===== config.mk =====
export PLATFORM = sky130hd
export DESIGN_NAME = pump_level_ctrl_flat
export DESIGN_NICKNAME = d
export VERILOG_FILES = /design/src/rtl/pump_pkg.sv /design/src/rtl/pump_level_ctrl_if.sv /design/src/rtl/pump_chan.sv /design/src/rtl/pump_level_ctrl.sv /design/src/flat_wrapper.sv
export SDC_FILE = /design/constraint.sdc
export NUM_CORES = 1
export LEC_CHECK = 0
export CAP_MARGIN = 20
export CORE_UTILIZATION = 45
export CTS_CLUSTER_SIZE = 20
export DETAILED_ROUTE_END_ITERATION = 10
export GPL_TIMING_DRIVEN = 0
export HOLD_SLACK_MARGIN = 0.02
export PLACE_DENSITY_LB_ADDON = 0.2
export SYNTH_ARGS = -nofsm -noshare
export SYNTH_HDL_FRONTEND = slang
export SYNTH_SLANG_ARGS = --single-unit

===== constraint.sdc =====
create_clock -name clk -period 2.6 [get_ports clk]
set_input_delay 0.78 -clock clk [delete_from_list [all_inputs] [get_ports clk]]
set_output_delay 0.78 -clock clk [all_outputs]
set_load 0.05 [all_outputs]

===== src/rtl/pump_pkg.sv =====
// pump_pkg: shared types for the tank pump controller.
// Holds the per-channel FSM state encoding, the debounced sensor-pair decode
// and the helper that maps a (low, high) sensor pair onto that decode.
package pump_pkg;

    typedef enum logic [1:0] {
        IDLE  = 2'd0,
        FILL  = 2'd1,
        FAULT = 2'd2
    } state_t;

    typedef enum logic [1:0] {
        EMPTY,
        MID,
        FULL,
        INVALID
    } level_t;

    // A high mark without the low mark is physically impossible: wiring or float fault.
    function automatic level_t decode_level(input logic low, input logic high);
        case ({low, high})
            2'b00:   return EMPTY;
            2'b10:   return MID;
            2'b11:   return FULL;
            default: return INVALID;
        endcase
    endfunction

endpackage


===== src/rtl/pump_level_ctrl_if.sv =====
// pump_level_ctrl_if: per-station sensor inputs and pump driver outputs.
// The master side (sensor pins / host) drives the levels and permits.
// The slave side (the controller) drives the pump and fault outputs.
interface pump_level_ctrl_if #(
    parameter int N_CH = 2
);
    logic [N_CH-1:0] low;
    logic [N_CH-1:0] high;
    logic [N_CH-1:0] enable;
    logic [N_CH-1:0] clr_fault;
    logic [N_CH-1:0] pump_on;
    logic [N_CH-1:0] pump_clk;
    logic [N_CH-1:0] fault;

    modport master (
        output low, high, enable, clr_fault,
        input  pump_on, pump_clk, fault
    );

    modport slave (
        input  low, high, enable, clr_fault,
        output pump_on, pump_clk, fault
    );
endinterface


===== src/rtl/pump_chan.sv =====
// pump_chan: one tank/pump channel.
// Sensor synchronizer and debouncer, IDLE/FILL/FAULT hysteresis FSM,
// pump clock divider and, with PUMP_TIMEOUT_EN defined, a fill timeout
// that counts pump_clk rising edges.
module pump_chan
    import pump_pkg::*;
#(
    parameter int DEB_LEN        = 8,
    parameter int HALF_PERIOD    = 25000,
    parameter int TIMEOUT_PULSES = 1000
) (
    input  logic clk,
    input  logic rst_n,
    input  logic low,
    input  logic high,
    input  logic enable,
    input  logic clr_fault,
    output logic pump_on,
    output logic pump_clk,
    output logic fault
);

    localparam int DCW = (DEB_LEN > 1) ? $clog2(DEB_LEN) : 1;
    localparam int HCW = $clog2(HALF_PERIOD);

    // Bit 0 carries the low sensor, bit 1 the high sensor.
    logic [1:0]     sync1_q, sync2_q;
    logic [1:0]     deb_q;
    logic [DCW-1:0] deb_cnt_q [2];
    level_t         level;
    state_t         state_q, state_d;
    logic           fill_run;
    logic           half_wrap;
    logic [HCW-1:0] half_cnt_q;
    logic           pump_clk_q;
    logic           timeout;

    // Two-stage synchronizer; resets to "full" so nothing pumps until empty is seen.
    // NOTE: sequential state uses non-blocking assignments so every flop samples pre-edge values.
    always_ff @(posedge clk or negedge rst_n) begin
        if (!rst_n) begin
            sync1_q <= 2'b11;
            sync2_q <= 2'b11;
        end else begin
            sync1_q <= {high, low};
            sync2_q <= sync1_q;
        end
    end

    // Debounce each bit: accept a new value after DEB_LEN consecutive differing samples.
    // NOTE: this array holds control state, not data storage, so every element is reset.
    always_ff @(posedge clk or negedge rst_n) begin
        if (!rst_n) begin
            deb_q <= 2'b11;
            for (int b = 0; b < 2; b++) deb_cnt_q[b] <= '0;
        end else begin
            for (int b = 0; b < 2; b++) begin
                if (sync2_q[b] == deb_q[b]) begin
                    deb_cnt_q[b] <= '0;
                end else if (deb_cnt_q[b] == DCW'(DEB_LEN - 1)) begin
                    deb_q[b]     <= sync2_q[b];
                    deb_cnt_q[b] <= '0;
                end else begin
                    deb_cnt_q[b] <= deb_cnt_q[b] + DCW'(1);
                end
            end
        end
    end

    assign level = decode_level(deb_q[0], deb_q[1]);

    // State register.
    always_ff @(posedge clk or negedge rst_n) begin
        if (!rst_n) state_q <= IDLE;
        else        state_q <= state_d;
    end

    // Next-state logic; in FILL invalid beats timeout beats enable drop beats full.
    // NOTE: state_d is defaulted first so no path through the case leaves it unassigned (no latch).
    always_comb begin
        state_d = state_q;
        unique case (state_q)
            IDLE: begin
                if (level == INVALID)                  state_d = FAULT;
                else if (enable && (level == EMPTY))   state_d = FILL;
            end
            FILL: begin
                if ((level == INVALID) || timeout)     state_d = FAULT;
                else if (!enable || (level == FULL))   state_d = IDLE;
            end
            FAULT: begin
                if (clr_fault && (level != INVALID))   state_d = IDLE;
            end
            default:                                   state_d = IDLE;
        endcase
    end

    // Divider runs only on edges where the channel stays in FILL; entry and exit clear it,
    // so pump_clk drops together with pump_on and restarts from a full half period.
    assign fill_run  = (state_q == FILL) && (state_d == FILL);
    assign half_wrap = (half_cnt_q == HCW'(HALF_PERIOD - 1));

    // Pump clock divider.
    always_ff @(posedge clk or negedge rst_n) begin
        if (!rst_n) begin
            half_cnt_q <= '0;
            pump_clk_q <= 1'b0;
        end else if (fill_run) begin
            if (half_wrap) begin
                half_cnt_q <= '0;
                pump_clk_q <= ~pump_clk_q;
            end else begin
                half_cnt_q <= half_cnt_q + HCW'(1);
            end
        end else begin
            half_cnt_q <= '0;
            pump_clk_q <= 1'b0;
        end
    end

`ifdef PUMP_TIMEOUT_EN
    localparam int TCW = $clog2(TIMEOUT_PULSES + 1);

    logic [TCW-1:0] tmo_cnt_q;

    // Count pump_clk rising edges within one fill; the limit is seen on the following edge.
    always_ff @(posedge clk or negedge rst_n) begin
        if (!rst_n)                             tmo_cnt_q <= '0;
        else if (!fill_run)                     tmo_cnt_q <= '0;
        else if (half_wrap && !pump_clk_q)      tmo_cnt_q <= tmo_cnt_q + TCW'(1);
    end

    assign timeout = (tmo_cnt_q == TCW'(TIMEOUT_PULSES));
`else
    assign timeout = 1'b0;
`endif

    assign pump_on  = (state_q == FILL);
    assign fault    = (state_q == FAULT);
    assign pump_clk = pump_clk_q;

endmodule


===== src/rtl/pump_level_ctrl.sv =====
// pump_level_ctrl: multi-channel tank pump controller, one per pump station.
// Instantiates N_CH independent pump_chan channels on the station interface.
// Optional build macro: PUMP_TIMEOUT_EN adds a per-fill pump_clk edge timeout.
module pump_level_ctrl
    import pump_pkg::*;
#(
    parameter int N_CH           = 2,
    parameter int DEB_LEN        = 8,
    parameter int HALF_PERIOD    = 25000,
    parameter int TIMEOUT_PULSES = 1000
) (
    input  logic                 clk,
    input  logic                 rst_n,
    pump_level_ctrl_if.slave     bus
);

    logic [N_CH-1:0] pump_on_v;
    logic [N_CH-1:0] pump_clk_v;
    logic [N_CH-1:0] fault_v;

    for (genvar i = 0; i < N_CH; i++) begin : g_chan
        pump_chan #(
            .DEB_LEN        (DEB_LEN),
            .HALF_PERIOD    (HALF_PERIOD),
            .TIMEOUT_PULSES (TIMEOUT_PULSES)
        ) u_chan (
            .clk       (clk),
            .rst_n     (rst_n),
            .low       (bus.low[i]),
            .high      (bus.high[i]),
            .enable    (bus.enable[i]),
            .clr_fault (bus.clr_fault[i]),
            .pump_on   (pump_on_v[i]),
            .pump_clk  (pump_clk_v[i]),
            .fault     (fault_v[i])
        );
    end

    assign bus.pump_on  = pump_on_v;
    assign bus.pump_clk = pump_clk_v;
    assign bus.fault    = fault_v;

endmodule


===== src/flat_wrapper.sv =====
// flat-port wrapper written by rule: the top's interface ports become plain ports
module pump_level_ctrl_flat import pump_pkg::*;
#(
    parameter int N_CH           = 2,
    parameter int DEB_LEN        = 8,
    parameter int HALF_PERIOD    = 25000,
    parameter int TIMEOUT_PULSES = 1000
)
  (clk, rst_n, bus_low, bus_high, bus_enable, bus_clr_fault, bus_pump_on, bus_pump_clk, bus_fault);
  pump_level_ctrl_if #(.N_CH(N_CH)) bus_i ();
  input  logic clk;
  input  logic rst_n;
  input wire logic [$bits(bus_i.low)-1:0] bus_low;
  input wire logic [$bits(bus_i.high)-1:0] bus_high;
  input wire logic [$bits(bus_i.enable)-1:0] bus_enable;
  input wire logic [$bits(bus_i.clr_fault)-1:0] bus_clr_fault;
  output wire logic [$bits(bus_i.pump_on)-1:0] bus_pump_on;
  output wire logic [$bits(bus_i.pump_clk)-1:0] bus_pump_clk;
  output wire logic [$bits(bus_i.fault)-1:0] bus_fault;
  assign bus_i.low = bus_low;
  assign bus_i.high = bus_high;
  assign bus_i.enable = bus_enable;
  assign bus_i.clr_fault = bus_clr_fault;
  assign bus_pump_on = bus_i.pump_on;
  assign bus_pump_clk = bus_i.pump_clk;
  assign bus_fault = bus_i.fault;
  pump_level_ctrl #(.N_CH(N_CH), .DEB_LEN(DEB_LEN), .HALF_PERIOD(HALF_PERIOD), .TIMEOUT_PULSES(TIMEOUT_PULSES)) u_core (.clk(clk), .rst_n(rst_n), .bus(bus_i));
endmodule

### Placement by cell class, run 1

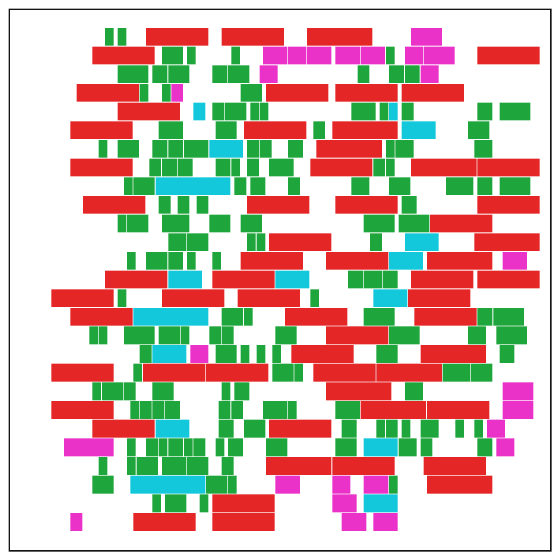
remaining buffers and delay cells -> magenta  # cells 25, share of their area 7.8%
clock drivers and dummy loads -> cyan  # cells 16, share of their area 8.1%
sequential cells -> red  # cells 60, share of their area 49%
combinational and other logic -> green  # cells 165, share of their area 35%

### Register map, names as in the netlist, run 1

Scale bar: 20 microns. Other sequential cells in the stronger gray, the rest of the logic in the fainter gray.
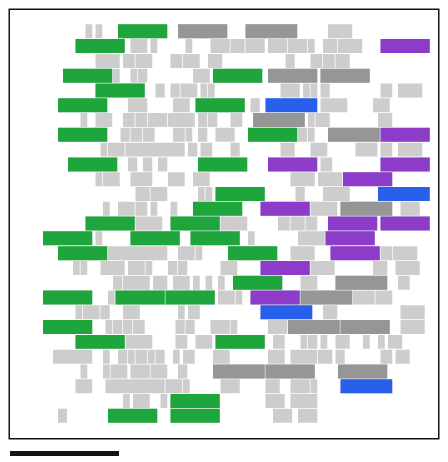
u_core.g_chan.u_chan.half_cnt_q -> green  # flops 30
u_core.g_chan.u_chan.deb_cnt_q -> purple  # flops 12, where east
u_core.g_chan.u_chan.sync2_q -> blue  # flops 4
not colored = 14

### Wiring by layer, run 1

Scale bar: 20 microns.
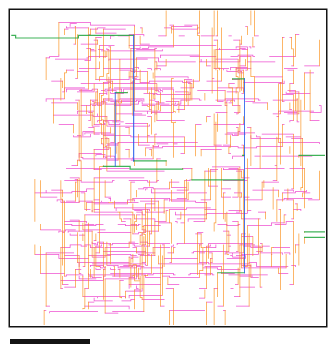
metal 4 -> blue  # wire length 97.9 microns
metal 1 -> magenta  # wire length 2,220 microns
metal 2 -> orange  # wire length 1,980 microns
metal 3 -> green  # wire length 103 microns

-- run 1: logic make-up after synthesis --
family                   synth area share
AND-OR/OR-AND                     0.02740
XOR/XNOR                          0.09920
adder cells (fa/ha/maj)           0.04724
buffers and inverters             0.03732
flip-flops                         0.5725
multiplexers                     0.008502
AND/OR/NAND/NOR                    0.2078
-- run 1: flip-flops by register name (all words and copies together) (netlist names) --
signal,cells
u_core.g_chan.u_chan.deb_cnt_q,12
u_core.g_chan.u_chan.deb_q,4
u_core.g_chan.u_chan.half_cnt_q,30
u_core.g_chan.u_chan.pump_clk,2
u_core.g_chan.u_chan.state_q,4
u_core.g_chan.u_chan.sync1_q,4
u_core.g_chan.u_chan.sync2_q,4
==> run notes, run 1 <==
Observations from the implementation run.

Power:
- Of the total power, registers draw 0.428.
- The completed layout was analyzed and its total power is 2.834 mW.
- The run gives the leakage dissipation as 1.427 nW.
- The run gives the power in combinational cells as 571 uW.
- The run puts the power spent charging and discharging nets at 784.6 uW.
- The largest share of the power goes to registers.
- The run puts the net switching fraction of the power at 0.2768.
- The run gives the worst vdd rail ir drop as 0.4348 mV.
- The run gives the portion of total power attributed to combinational logic as 0.201.
- The run puts the share of power burned in the clock network at 0.371.
- The run puts the internal power at 2.050 mW.
- The run gives the power dissipated in the clock network as 1.05 mW.
- The run gives the sequential cell power as 1.21 mW.

Setup path:
- STA classifies the critical path endpoint as a primary output.
- On the worst path, the slowest cell contributes a delay of 780 ps.
- The timing report gives the worst reg2reg path a setup slack of 920 ps.
- The run gives the endpoint arrival time on the critical path as 1600 ps.
- The worst register-to-register path depth is 6.
- Traced cell by cell, the critical path runs through buf_4, clkdlybuf4s50_1.
- The worst setup path is of the reg2out kind.
- Together, buffers and inverters on the worst path number 2.
- The run puts the critical-path maximum fanout at 2.
- For this design, the slowest cell found on the critical path is sky130_fd_sc_hd__clkdlybuf4s50_1.
- The run puts the cell depth of the worst setup path at 2.
- For reference, the critical path is captured by bus_pump_clk[1].
- STA classifies the critical path startpoint as a flop.
- In this run the critical register-to-register path is captured at u_core.g_chan[1].u_chan.half_cnt_q[9]$_DFF_PN0_.
- The run gives the top cell family by delay on the critical path as buffers and inverters.

Clock network:
- The run gives the clock root buffer as sky130_fd_sc_hd__clkbuf_8.
- TritonCTS built the clock tree.
- The run gives the number of resized instances in the post-cts repair step as 0.
- The run puts the clock latency of the later-clocked register in the worst-skew pair at 330 ps.
- The run puts the clock sink total at 60.
- The run gives the total clock buffers created by CTS as 9.
- The run puts the CTS H-tree depth at 3.
- The run puts the clock-pin slew on the worst setup and hold paths at 70 ps.
- The run puts the number of hold buffers added after cts at 0.

Cells and area:
- The run puts the number of filler instances in the final layout at 484.
- In the layout the commonest cells are 48 x sky130_fd_sc_hd__dfrtp_1, 34 x sky130_fd_sc_hd__nor2_1, 15 x sky130_fd_sc_hd__xnor2_1, 15 x sky130_fd_sc_hd__xor2_1, 13 x sky130_fd_sc_hd__nand3_1.
- The run puts the clock-cell share of area at 0.07908.
- The run gives the total non-filler cell area in the finished layout as 3164 sq um.
- The run gives the share of cells above drive strength 1 as 0.1654.
- The run gives the count of flip-flops and latches as 60.
- Per the layout area report, the combinational gate area comes to 1033 sq um.
- The run gives the highest-count logic cell in the final layout as sky130_fd_sc_hd__dfrtp_1.
- 0 antenna diodes ended up in the layout.
- The run gives the total of plain and repair buffers excluding clock buffers as 25.
- The run puts the synthesis-to-layout area growth at 19.46%.
- The layout report gives the register share of total cell area as 0.4792.
- After the last flow step, the layout net total stands at 281.
- The run gives the count of non-filler cells in the finished layout as 338.
- The run puts the number of inverters outside the clock class in the layout at 9.
- Per the area breakdown, the dominant cell category is registers.
- The run gives the footprint of the flip-flops and latches as 1516 sq um.
- The run gives the proportion of cell area occupied by multi-input gates as 0.3266.

Placed design:
- The run puts the number of buffers inserted by port buffering at 15.
- The run gives the minimum setup slack after placement as 330.1 ps.
- The run gives the global placement routability congestion as 0.7802.
- Once placement completed, the tool counted placed cells totaling 322.
- The run gives the placed cell area as 2904 sq um.
- Once detailed placement completed, the half-perimeter wirelength came to 2963 microns.

Route:
- The run puts the final routed DRC violation total at 0.
- The run gives the total length of routed met3 wires as 102 microns.
- The run puts the average vias per placed instance at 4.959.
- The run puts the post-detailed-routing wire length at 4393 microns.
- The run puts the count of routing violations after the opening detailed-route iteration at 73.
- TritonRoute output was used to compute an average wire per cell of 13.00 microns.
- The run gives the highest routing layer actually used as met4.
- The routed layout has 1,676 vias.
- The run puts the number of nets with antenna violations after routing at 0.
- The run gives the routed length on met2 as 1976 microns.

Floorplanning:
- From bottom edge to top edge, the die measures 78.72 microns.
- The run puts the area enclosed by the die boundary at 6197 sq um.
- The run gives the number of I/O pins as 16.
- The run puts the floorplan-stage core utilization at 0.4752.
- The run puts the number of tap cells inserted at 72.
- The run gives the number of core rows as 27.

Job:
- The run puts the number of max-capacitance violations reported at 0.
- The run puts the tool warning count at 26.

Timing:
- The run gives the setup TNS as 0 ps.
- The run gives the final worst-path cycle share as 0.9155.
- Setup repair after global routing left no endpoint under its margin.
- The run gives the number of hold-slack violations in the final timing report as 0.
- The run puts the setup-violating endpoint count in the final report at 0.
- The worst path needs 2380 ps of the cycle, external delays included.

Min path:
- The run gives the origin of the worst min-delay path as u_core.g_chan[0].u_chan.sync1_q[1]$_DFF_PN1_.
- The run puts the cell count of the worst hold path at 0.
- The run gives the worst hold-check path type as reg2reg.

Global routing:
- The run gives the global-route track usage on met2 as 0.2443.
- The first global-routing pass estimated 7741 microns of wire.
- On met3, the global router reports a usage of 0.04138.
- Looking at the global route congestion table, the highest-usage layer is met2.
- The run gives the final global-route overflow total as 0.
- The run puts the maximum number of pins on one net before global-route repair at 34.
- The run gives the met1 routing resource usage after global routing as 0.2197.
- The run gives the global routing usage summed across all routing layers as 0.1657.
- The run gives the number of antenna violations at the first check in global routing as 0.

Yosys:
- In the Yosys report the total cell count is 234.
- The run puts the sequential share of the synthesized area at 0.5725.
- In the post-synthesis netlist, the cell with the most instances is sky130_fd_sc_hd__dfrtp_1.
- The run puts the number of warnings printed during yosys synthesis at 0.
- The synthesized netlist contains 32 unique library cells.
- The run puts the number of nets at floorplan at 254.
- After synthesis, the cell types taking the most area are sky130_fd_sc_hd__dfrtp_1 45%, sky130_fd_sc_hd__dfstp_2 12%, sky130_fd_sc_hd__xnor2_1 5.0%.
- The synthesized design spends more area on one cell type than any other, namely sky130_fd_sc_hd__dfrtp_1.
- Looking at the cell usage after synthesis, the top flip-flop cell is sky130_fd_sc_hd__dfrtp_1.
- The run puts the flip-flop and latch count after synthesis at 60.
- The run puts the async set-reset flop share out of synthesis at 1.000.
- The run puts the cell area after technology mapping at 2649 sq um.
- The area recorded from the Yosys report for this design is 2649 sq um.

Status:
- The run finished with clean final reports.
### Routed metal per tile, run 1

Scale bar: 20 microns. The die is cut into 16 by 16 equal tiles; dark blue is low, red is high, scaled to the fullest tile. Values are wire area over tile area, all layers added.
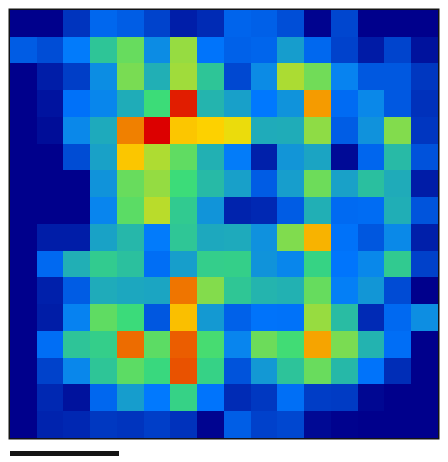

--- run 2 (diff from run 1) ---
--- a/config.mk
+++ b/config.mk
@@ -9,6 +9,7 @@
 export CORE_UTILIZATION = 45
 export CTS_CLUSTER_SIZE = 20
 export DETAILED_ROUTE_END_ITERATION = 10
+export DONT_BUFFER_PORTS = 1
 export GPL_TIMING_DRIVEN = 0
 export HOLD_SLACK_MARGIN = 0.02
 export PLACE_DENSITY_LB_ADDON = 0.2
### Routed metal per tile, run 2

Scale bar: 20 microns. The die is cut into 16 by 16 equal tiles; dark blue is low, red is high, scaled to the fullest tile. Values are wire area over tile area, all layers added.
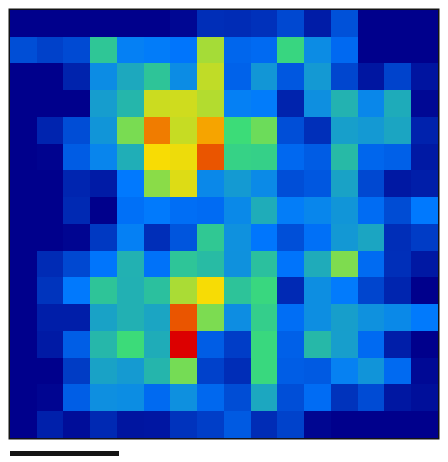
tiles over half the peak = 8.6%
emptiest ninth of the die = west
nearly empty tiles = 18%
fullest tile = 0.45
mean over tiles = 0.11

==> run 2 against run 1 <==
Compared with the run above:
- combinational power fell by 14%
- area after synthesis did not move
- synthesized cell count did not move
- cell count fell by 4.7%
- die area did not move
- routed wire length fell by 4.7%
- via count fell by 2.5%
- highest routed layer unchanged
- critical endpoint is now bus_pump_on[1]
- power fell by 12%
==> run notes, run 2 <==
Observations from the implementation run.

Yosys:
- For this run the top cell type by instance count after synthesis was sky130_fd_sc_hd__dfrtp_1.
- The number of warnings printed during yosys synthesis was 0 (unchanged).
- The flip-flop and latch count after synthesis was 60 (unchanged).
- The run gives the number of nets at floorplan as 254 (unchanged).
- The run gives the cell area after technology mapping as 2649 sq um (unchanged).
- The run puts the share of synthesized cell area in and, or, nand and nor gates at 0.2078 (unchanged).
- The run puts the adder-cell area share of the yosys netlist at 0.04724 (unchanged).
- The run puts the fraction of the mapped netlist area in compound gates at 0.02740 (unchanged).
- The synthesis run identifies the leading combinational cell family as simple AND/OR/NAND/NOR gates.
- The run gives the chip area in the Yosys report as 2649 sq um (unchanged).
- Among all flip-flop cells after synthesis, the most frequent one is sky130_fd_sc_hd__dfrtp_1.
- The async set-reset flop share out of synthesis was 1.000 (unchanged).
- The run gives the proportion of synthesized area in mux cells as 0.008503 (unchanged).
- The distinct cell type count of the synthesized netlist is 32 (unchanged).
- The count of instantiated cells in the yosys netlist was 234 (unchanged).
- Summed over all instances, the cell type with the most area after synthesis is sky130_fd_sc_hd__dfrtp_1.
- The run puts the synthesized-area fraction occupied by xor and xnor cells at 0.09920 (unchanged).
- The run puts the synthesized netlist cell count at 234.
- Yosys attributes the largest share of cell area to sky130_fd_sc_hd__dfrtp_1 45%, sky130_fd_sc_hd__dfstp_2 12%, sky130_fd_sc_hd__xnor2_1 5.0%.

Power:
- The run gives the leakage dissipation as 1.270 nW (-11%).
- The run gives the worst vdd rail ir drop as 0.4256 mV (-2.1%).
- The run puts the portion of total power attributed to combinational logic at 0.195 (-0.006).
- The run puts the sequential cell power at 1.21 mW (about the same).
- The run gives the power in combinational cells as 489 uW (-14%).
- The group that draws the most power in this run is registers.
- The power dissipated in the clock network is 803 uW (-24%).
- The run gives the share of power burned in the clock network as 0.321 (-0.050).
- The run gives the overall power of the completed layout as 2.503 mW (-12%).
- The sequential group share of total power came to 0.484 (+0.056).

Clock network:
- The run puts the number of resized instances in the post-cts repair step at 0 (unchanged).
- The run puts the CTS H-tree depth at 3 (unchanged).
- The run gives the clock-pin slew on the worst setup and hold paths as 60 ps (about the same).
- The run gives the clock sink total as 60 (unchanged).
- The tree is rooted in a sky130_fd_sc_hd__clkbuf_8.
- The run gives the clock latency of the later-clocked register in the worst-skew pair as 330 ps (about the same).
- The total clock buffers created by CTS was 9 (unchanged).
- TritonCTS built the clock tree.
- The run gives the number of hold buffers added after cts as 0 (unchanged).

Cells and area:
- The run gives the count of nets after finishing as 265 (-5.7%).
- The number of flip-flops under the largest register name came to 30 (unchanged).
- The run gives the count of flip-flops and latches as 60 (unchanged).
- The sequential fraction of total cell area is 0.5182 (+0.03893).
- The total non-filler cell area in the finished layout is 2927 sq um (-7.5%).
- The largest registers in the layout are u_core.g_chan.u_chan.half_cnt_q x30, u_core.g_chan.u_chan.deb_cnt_q x12.
- The multi-input combinational cell area was 1033 sq um (unchanged).
- The clock-cell share of area was 0.06413 (-0.01495).
- The run puts the count of non-filler cells in the finished layout at 322 (-4.7%).
- The run gives the share of cells above drive strength 1 as 0.1560 (-0.009414).
- In this run the layout overhead on the synthesized area is reported as 10.49%.
- The total of plain and repair buffers excluding clock buffers came to 9 (-64%).
- The run gives the count of antenna diodes in the layout as 0 (unchanged).
- The top cell type in the final layout, fill and taps aside, is sky130_fd_sc_hd__dfrtp_1.
- By instance count after routing, the leading logic cell types are 48 x sky130_fd_sc_hd__dfrtp_1, 34 x sky130_fd_sc_hd__nor2_1, 15 x sky130_fd_sc_hd__xnor2_1, 15 x sky130_fd_sc_hd__xor2_1, 13 x sky130_fd_sc_hd__nand3_1.
- The run puts the number of filler instances in the final layout at 519 (+7.2%).
- The run puts the number of inverters outside the clock class in the layout at 9 (unchanged).
- The footprint of the flip-flops and latches was 1516 sq um (unchanged).

Route:
- The run puts the number of nets with antenna violations after routing at 0 (unchanged).
- The run puts the average detailed-routed wire length per instance at 13.00 microns (about the same).
- The routed length on met2 was 1889 microns (-4.4%).
- The count of routing violations after the opening detailed-route iteration came to 70 (-4.1%).
- In this run the top signal layer used is met4.
- The run puts the average vias per placed instance at 5.075 (+2.3%).
- The run gives the via count as 1,634 (-2.5%).
- The total length of routed met3 wires is 188 microns (+84%).
- The run gives the final routed DRC violation total as 0 (unchanged).
- The run gives the post-detailed-routing wire length as 4186 microns (-4.7%).

Setup path:
- The run puts the endpoint arrival time on the critical path at 1120 ps (-480 ps).
- Looking at the critical path, the single cell with the biggest stage delay is sky130_fd_sc_hd__dfrtp_1.
- The reg2reg setup slack was 920 ps (about the same).
- The run puts the cell count of the worst reg-to-reg path at 6 (unchanged).
- The run gives the combined buffer and inverter count along the critical path as 2 (unchanged).
- STA lists the endpoint of the worst register-to-register path as u_core.g_chan[1].u_chan.half_cnt_q[13]$_DFF_PN0_.
- The run gives the worst stage delay on the critical path as 420 ps (-360 ps).
- The critical path goes through inv_1, nor2_1, buf_4.
- The run gives the top cell family by delay on the critical path as flip-flops.
- STA classifies the critical path startpoint as a flop.
- The worst setup path is captured at a primary output.
- The critical path in this run is classified as reg2out.
- The critical-path maximum fanout came to 5 (+3).

Job:
- The tool warning count was 26 (unchanged).
- The number of max-capacitance violations reported is 0 (unchanged).

Floorplanning:
- The run puts the number of tap cells inserted at 72 (unchanged).
- The run gives the die height as 78.72 microns (unchanged).
- The run puts the number of I/O pins at 16 (unchanged).
- The run puts the number of core rows at 27 (unchanged).
- The run gives the area enclosed by the die boundary as 6197 sq um (unchanged).
- The floorplan-stage core utilization came to 0.4752 (unchanged).

Timing:
- The number of hold-slack violations in the final timing report is 0 (unchanged).
- The setup-violating endpoint count in the final report was 0 (unchanged).
- The run puts the post-route clock skew at 5.280 ps.
- The setup TNS is 0 ps (unchanged).
- The run gives the clock period minus worst slack as 1905 ps (-475.5 ps).
- The run gives the final worst-path cycle share as 0.7326 (-0.1829).
- Setup repair after global routing left no endpoint under its margin.

Global routing:
- The layer flagged by global routing as most heavily used is met2.
- The run puts the maximum number of pins on one net before global-route repair at 61 (+79%).
- The number of antenna violations at the first check in global routing was 0 (unchanged).
- The run gives the global-route track usage on met2 as 0.2557 (+0.01130).
- The run gives the global-route wire length before repair as 7755 microns (+0.18%).
- The met3 track utilization from global routing is 0.07586 (+0.03448).
- The final global-route overflow total came to 0 (unchanged).
- The run gives the global routing usage summed across all routing layers as 0.1679 (+0.002254).

Placed design:
- The run gives the global placement routability congestion as 0.7661 (-1.8%).
- The run puts the instance count after placement with tap cells included at 306 (-5.0%).
- The run puts the minimum setup slack after placement at 834.2 ps (+504.1 ps).
- The run puts the number of buffers inserted by port buffering at 0 (-15).

Min path:
- The tightest min-delay check is of the in2async type.

Status:
- The run finished with clean final reports.
==> run 2: cell counts after synthesis <==
No cell type changed its count.
==> run 2: worst max path at each step <==
stage	from	end	cells after the start
after floorplan	bus_enable[1]	u_core.g_chan[1].u_chan.half_cnt_q[12]$_DFF_PN0_	4
after global placement	bus_enable[1]	u_core.g_chan[1].u_chan.half_cnt_q[9]$_DFF_PN0_	4
after detailed placement	bus_enable[1]	u_core.g_chan[1].u_chan.half_cnt_q[11]$_DFF_PN0_	4
after CTS	u_core.g_chan[1].u_chan.state_q[0]$_DFF_PN0_	bus_pump_on[1]	3
after global routing	u_core.g_chan[1].u_chan.state_q[0]$_DFF_PN0_	bus_pump_on[1]	3
final	u_core.g_chan[1].u_chan.state_q[0]$_DFF_PN0_	bus_pump_on[1]	3
### Routing congestion, run 2

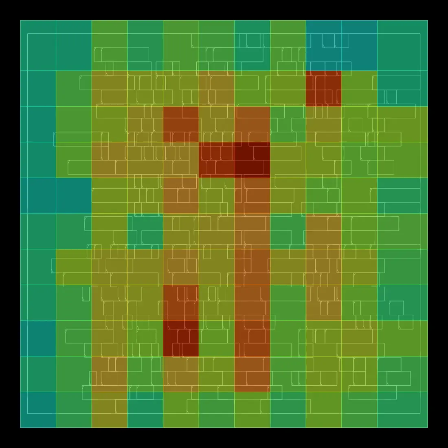

--- run 3 (diff from run 2) ---
==> constraint.sdc (replaced) <==
create_clock -name clk -period 1.7 [get_ports clk]
set_input_delay 0.51 -clock clk [delete_from_list [all_inputs] [get_ports clk]]
set_output_delay 0.51 -clock clk [all_outputs]
set_load 0.05 [all_outputs]
### Routing congestion, run 3

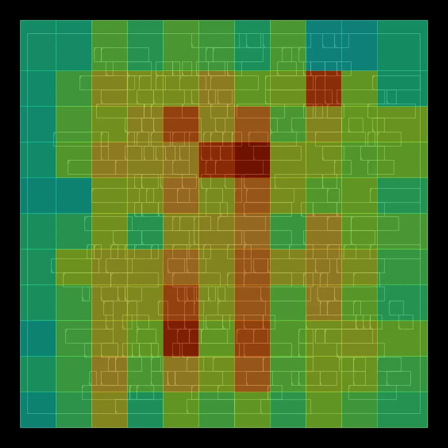
average wire length per cell after detail routing: 12.98 microns
Top Usage Layer GRT: met2
met2 track utilization from global routing: 0.2557
overall global routing resource usage: 0.1679

==> run 3 against run 2 <==
Compared with the run above:
- the flow now finishes with violations (hold timing)
- core utilization up 0.81 points
- sequential cell count unchanged
- synthesized cell count unchanged
- clock skew about the same
- worst setup slack worse by 590 ps
- register-to-register slack worse by 770 ps
- sequential power up 53%
- sequential share of layout area down 0.74 points
- cell count up 1.2%
- highest routed layer unchanged
==> run notes, run 3 <==
Observations from the implementation run.

Status:
- The run finished, with violations left.
- The checks that failed: hold timing.

Setup path:
- The run gives the element type at the critical path start as a flop.
- The run gives the worst stage delay on the critical path as 430 ps (about the same).
- The kind of cell with the highest combined delay along the critical path is flip-flops.
- Traced cell by cell, the critical path runs through nor2b_1, buf_4.
- The critical path is of the reg2out type.
- The endpoint arrival time on the critical path is 1090 ps (-30 ps).
- Per STA, the startpoint of the critical path is u_core.g_chan[1].u_chan.state_q[0]$_DFF_PN0_.
- The critical-path maximum fanout came to 5 (unchanged).
- The worst setup path is captured at a primary output.

Yosys:
- The count of instantiated cells in the yosys netlist came to 234 (unchanged).
- The run puts the synthesized netlist cell count at 234 (unchanged).
- For this run, the leading register cell type out of synthesis is sky130_fd_sc_hd__dfrtp_1.
- The run gives the top cell type by instance count after synthesis as sky130_fd_sc_hd__dfrtp_1.
- The proportion of synthesized area in mux cells came to 0.008503 (unchanged).
- The run puts the chip area in the Yosys report at 2649 sq um (unchanged).
- The run puts the synthesized-area fraction occupied by xor and xnor cells at 0.09920 (unchanged).
- The run puts the async set-reset flop share out of synthesis at 1.000 (unchanged).
- After synthesis, the largest family of logic cells by area is simple AND/OR/NAND/NOR gates.
- The run gives the cell type with the largest total area as sky130_fd_sc_hd__dfrtp_1.

Timing:
- The run gives the final worst-path cycle share as 0.9401.
- The run gives the setup TNS as 0 ps (unchanged).
- The run gives the worst hold slack as -133.3 ps.
- The run puts the post-route clock skew at 5.359 ps (+0.07963 ps).
- The run puts the number of hold-slack violations in the final timing report at 48 (+48).

Route:
- The run puts the via count at 1,654 (+1.2%).
- The run gives the highest routing layer actually used as met4.
- The run puts the count of routing violations after the opening detailed-route iteration at 56 (-20%).
- The run gives the number of nets with antenna violations after routing as 0 (unchanged).
- The run gives the total length of routed met3 wires as 169 microns (-10%).
- The run puts the final routed DRC violation total at 0 (unchanged).

Cells and area:
- The number of flip-flops under the largest register name came to 30 (unchanged).
- The run gives the footprint of the flip-flops and latches as 1518 sq um (about the same).
- The library cell used most frequently in the layout, excluding fill and tap cells, is sky130_fd_sc_hd__dfrtp_1.
- The registers reported with the highest flop counts are u_core.g_chan.u_chan.half_cnt_q x30, u_core.g_chan.u_chan.deb_cnt_q x12.
- The count of nets after finishing was 269 (+1.5%).
- The run puts the total of plain and repair buffers excluding clock buffers at 13 (+4).
- Compared with the post-synthesis result, the final layout area differs by 12.19%.
- The run gives the number of inverters outside the clock class in the layout as 9 (unchanged).
- The total non-filler cell area in the finished layout was 2972 sq um (+1.5%).
- The multi-input combinational cell area came to 1047 sq um (+1.3%).
- The run puts the count of flip-flops and latches at 60 (unchanged).
- The run puts the count of non-filler cells in the finished layout at 326 (+1.2%).
- The share of cells above drive strength 1 came to 0.1850 (+0.02904).

Placed design:
- The run puts the number of buffers inserted by port buffering at 0 (unchanged).
- The run puts the instance count after placement with tap cells included at 306 (unchanged).

Global routing:
- The maximum number of pins on one net before global-route repair came to 61 (unchanged).
- The number of antenna violations at the first check in global routing is 0 (unchanged).
- The run puts the met3 track utilization from global routing at 0.07586 (unchanged).
- The run gives the global-route wire length before repair as 7755 microns (unchanged).
- The run puts the final global-route overflow total at 0 (unchanged).

Clock network:
- Looking at the clock tree report, the root buffer type is sky130_fd_sc_hd__clkbuf_8.
- The run puts the clock-pin slew on the worst setup and hold paths at 60 ps (about the same).
- The run gives the CTS tree as yes.
- The run puts the clock latency of the later-clocked register in the worst-skew pair at 330 ps (about the same).

Floorplanning:
- The run gives the number of tap cells inserted as 72 (unchanged).
- The run puts the area enclosed by the die boundary at 6197 sq um (unchanged).

Power:
- The run gives the sequential cell power as 1.85 mW (+53%).
- The dominant power group in this design is registers.
- The run puts the power in combinational cells at 798 uW (+63%).
- The run puts the leakage dissipation at 1.283 nW (+1.1%).
- The worst vdd rail ir drop is 0.6514 mV (+53%).

Job:
- The number of max-capacitance violations reported was 0 (unchanged).
run 3: worst paths after layout:
path,cells after the start,endpoint
min reg2reg,0,u_core.g_chan[1].u_chan.sync2_q[1]$_DFF_PN1_
min in group clk,0,u_core.g_chan[0].u_chan.sync1_q[1]$_DFF_PN1_
max,2,bus_fault[1]
max in group asynchronous,0,u_core.g_chan[0].u_chan.sync1_q[0]$_DFF_PN1_
max reg2reg,6,u_core.g_chan[1].u_chan.half_cnt_q[13]$_DFF_PN0_
min,0,u_core.g_chan[1].u_chan.half_cnt_q[8]$_DFF_PN0_
run 3: repair_timing:
item,4_1_cts,5_1_grt
setup buffers,0,4
endpoints found under the setup margin,0,21
endpoints found under the hold margin,60,60
gates resized,0,4
Power is estimated from default activity; no workload was simulated.
